M1 wires:
Supply wires on this layer in gray.
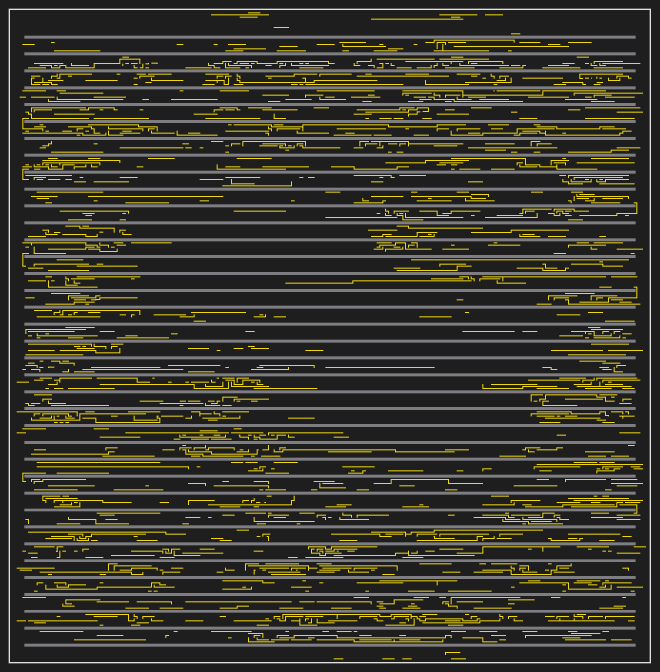
Placement by cell class:
Bar = 20 um. Fill, decap, tap and diode cells in gray.
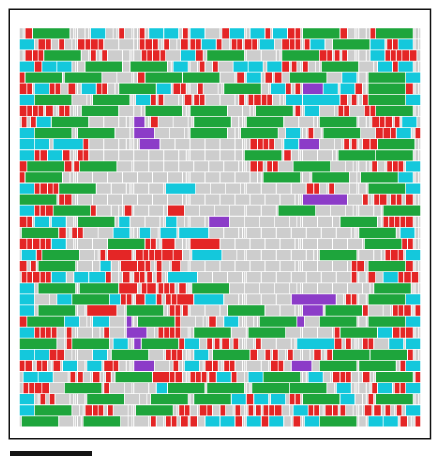
[src/rtl/iob2axil.sv]
// Native (IOb) slave to AXI4-Lite master bridge, one outstanding transaction.
// Nonzero wstrb issues an AW+W/B write; zero wstrb issues an AR/R read.
module iob2axil #(
    parameter int AXIL_ADDR_W = 32,
    parameter int AXIL_DATA_W = 32
) (
    input  logic                       clk,
    input  logic                       rst_n,

    input  logic                       valid,
    input  logic [AXIL_ADDR_W-1:0]     addr,
    input  logic [AXIL_DATA_W-1:0]     wdata,
    input  logic [AXIL_DATA_W/8-1:0]   wstrb,
    output logic [AXIL_DATA_W-1:0]     rdata,
    output logic                       ready,
    output logic                       error,

    output logic [AXIL_ADDR_W-1:0]     axil_awaddr,
    output logic [2:0]                 axil_awprot,
    output logic                       axil_awvalid,
    input  logic                       axil_awready,

    output logic [AXIL_DATA_W-1:0]     axil_wdata,
    output logic [AXIL_DATA_W/8-1:0]   axil_wstrb,
    output logic                       axil_wvalid,
    input  logic                       axil_wready,

    input  logic [1:0]                 axil_bresp,
    input  logic                       axil_bvalid,
    output logic                       axil_bready,

    output logic [AXIL_ADDR_W-1:0]     axil_araddr,
    output logic [2:0]                 axil_arprot,
    output logic                       axil_arvalid,
    input  logic                       axil_arready,

    input  logic [AXIL_DATA_W-1:0]     axil_rdata,
    input  logic [1:0]                 axil_rresp,
    input  logic                       axil_rvalid,
    output logic                       axil_rready
);

    localparam logic [2:0] IDLE  = 3'd0;
    localparam logic [2:0] WREQ  = 3'd1;
    localparam logic [2:0] WRESP = 3'd2;
    localparam logic [2:0] RREQ  = 3'd3;
    localparam logic [2:0] RRESP = 3'd4;

    logic [2:0]               state;
    logic [AXIL_ADDR_W-1:0]   addr_q;
    logic [AXIL_DATA_W-1:0]   wdata_q;
    logic [AXIL_DATA_W/8-1:0] wstrb_q;

    // A single address register serves both the write and the read channel.
    assign axil_awaddr = addr_q;
    assign axil_araddr = addr_q;
    assign axil_wdata  = wdata_q;
    assign axil_wstrb  = wstrb_q;
    assign axil_awprot = '0;
    assign axil_arprot = '0;

    assign axil_bready = (state == WRESP);
    assign axil_rready = (state == RRESP);

    always_ff @(posedge clk or negedge rst_n) begin
        if (!rst_n) begin
            state        <= IDLE;
            addr_q       <= '0;
            wdata_q      <= '0;
            wstrb_q      <= '0;
            axil_awvalid <= 1'b0;
            axil_wvalid  <= 1'b0;
            axil_arvalid <= 1'b0;
            ready        <= 1'b0;
            error        <= 1'b0;
            rdata        <= '0;
        end else begin
            ready <= 1'b0;
            error <= 1'b0;
            case (state)
                IDLE: begin
                    // valid is still high during the ready cycle; ignore it there.
                    if (valid && !ready) begin
                        addr_q  <= addr;
                        wdata_q <= wdata;
                        wstrb_q <= wstrb;
                        if (|wstrb) begin
                            axil_awvalid <= 1'b1;
                            axil_wvalid  <= 1'b1;
                            state        <= WREQ;
                        end else begin
                            axil_arvalid <= 1'b1;
                            state        <= RREQ;
                        end
                    end
                end
                WREQ: begin
                    if (axil_awvalid && axil_awready) axil_awvalid <= 1'b0;
                    if (axil_wvalid && axil_wready)   axil_wvalid  <= 1'b0;
                    // Each channel is done if already accepted or accepted on this edge.
                    if ((!axil_awvalid || axil_awready) && (!axil_wvalid || axil_wready))
                        state <= WRESP;
                end
                WRESP: begin
                    if (axil_bvalid) begin
                        ready <= 1'b1;
                        error <= |axil_bresp;
                        state <= IDLE;
                    end
                end
                RREQ: begin
                    if (axil_arready) begin
                        axil_arvalid <= 1'b0;
                        state        <= RRESP;
                    end
                end
                RRESP: begin
                    if (axil_rvalid) begin
                        rdata <= axil_rdata;
                        error <= |axil_rresp;
                        ready <= 1'b1;
                        state <= IDLE;
                    end
                end
                default: state <= IDLE;
            endcase
        end
    end

endmodule

[config.mk]
export PLATFORM = sky130hd
export DESIGN_NAME = iob2axil
export DESIGN_NICKNAME = d
export VERILOG_FILES = /design/src/rtl/iob2axil.sv
export SDC_FILE = /design/constraint.sdc
export NUM_CORES = 1
export LEC_CHECK = 0
export ABC_AREA = 1
export CAP_MARGIN = 20
export CORE_AREA = 2 2 101 103
export DETAILED_ROUTE_END_ITERATION = 7
export DIE_AREA = 0 0 103 105
export DONT_BUFFER_PORTS = 1
export PLACE_DENSITY = 0.62
export SKIP_LAST_GASP = 1
export SYNTH_ARGS = -nofsm -noshare
export SYNTH_HDL_FRONTEND = slang
export SYNTH_SLANG_ARGS = --single-unit
[constraint.sdc]
create_clock -name clk -period 1.6 [get_ports clk]
set_clock_uncertainty 0.15 [all_clocks]
set_input_delay 0.32 -clock clk [delete_from_list [all_inputs] [get_ports clk]]
set_output_delay 0.32 -clock clk [all_outputs]
set_load 0.005 [all_outputs]
==> summary.txt <==
fresh numbers from the pnr run: result of the run finished with violations, violated checks hold timing, setup timing, peak-usage layer in the global routing report met2, die outline height 105 um, crit share post-route 106%, number of cells produced by synthesis 543, dominant delay contributor by cell family on the critical path flip-flops, chip footprint 0.0108 mm2, Final Power 0.0104 W, Metal-1 WL 4830 um, critical path fanouts, max 4, width of the die 103 um, synthesized-area fraction occupied by ao, oa, aoi and oai cells 0.711%, Final nets 726, Int Pwr 0.00627 W, Max VDD drop 738 uV, max capacitance violation total 0, cell type of the slowest stage on the worst timing path sky130_fd_sc_hd__dfrtp_1, setup slack of the worst register-to-register path -0.05 ns, post-synthesis mux area share 0%, end of the worst register-to-register path axil_wdata[16], number of buffers inserted during clock tree synthesis 9, Ant. Diodes 0, most frequent logic cell in the layout sky130_fd_sc_hd__nand2_1, Worst Path Required 1.13 ns, signal arrival time at the worst endpoint 1.22 ns, GRT overflow 0, crit start category flop, final std cells w/o fill 751, highest-count cells in the layout ignoring fill and taps sky130_fd_sc_hd__nand2_1, sky130_fd_sc_hd__dfrtp_1, sky130_fd_sc_hd__dlygate4sd3_1, hold_ws -0.503 ns, # Cells Yosys 543, top layer reached by signal wires met4, Hold Violations, Final 108, pin count of the biggest net entering global routing 109, worst reg2reg startpoint state[0], wire length of the first global-routing pass 19300 um, Worst Slack Setup Final -0.0911 ns, CTS tree done, Tot GR Track Use 22.6%, routed length on met2 6670 um, chip area line of the yosys report 0.00475 mm2, logic gate share of total power 31.7%, post-synthesis average cell area 8.75 um2, Setup Viol. Count Final 47, number of resized instances in the post-cts repair step 5
-- 'M1 wires' (at the start) --
wire length on this layer: 4830 um
longest straight run: 35.0 um
met1 track utilization from global routing: 25.9%
wirelength, routed: 12900 um
total number of vias: 3956

-- 'placement by cell class' (at the start) --
legend:
  cyan:
    class: other buffers and delay cells
    cells: 126
    share_of_their_area: 23%
  red:
    class: all other logic
    cells: 369
    share_of_their_area: 28%
  purple:
    class: clock drivers and dummy loads
    cells: 15
    share_of_their_area: 3.5%
  green:
    class: flip-flops
    cells: 108
    share_of_their_area: 46%
final core occ: 62.7%
Core Region: 0.00964 mm2
final non-filler cell area: 0.00604 mm2
standard-cell row count: 36
flop share of the area: 44.8%

## final cells by class
| class | count | area [um2] |
|---|---|---|
| clock inverter | 5 | 77.6 |
| timing repair buffer | 126 | 1340 |
| tap | 133 | 166 |
| multi-input combinational | 355 | 1570 |
| sequential | 108 | 2700 |
| fill | 794 | 3600 |
| inverter | 14 | 57.6 |
| clock buffer | 10 | 128 |
## synth_stat cells (all sizes together)
| cell type | number |
|---|---|
| nor3 | 1 |
| o21ai | 3 |
| dfrtp | 108 |
| nor2 | 18 |
| o22ai | 1 |
| nand2 | 219 |
| conb | 1 |
| inv | 14 |
| clkbuf | 6 |
| o21bai | 1 |
| nand3 | 103 |
| nand4 | 1 |
| buf | 65 |
| nor3b | 1 |
| a21oi | 1 |
Power is estimated from default activity; no workload was simulated.
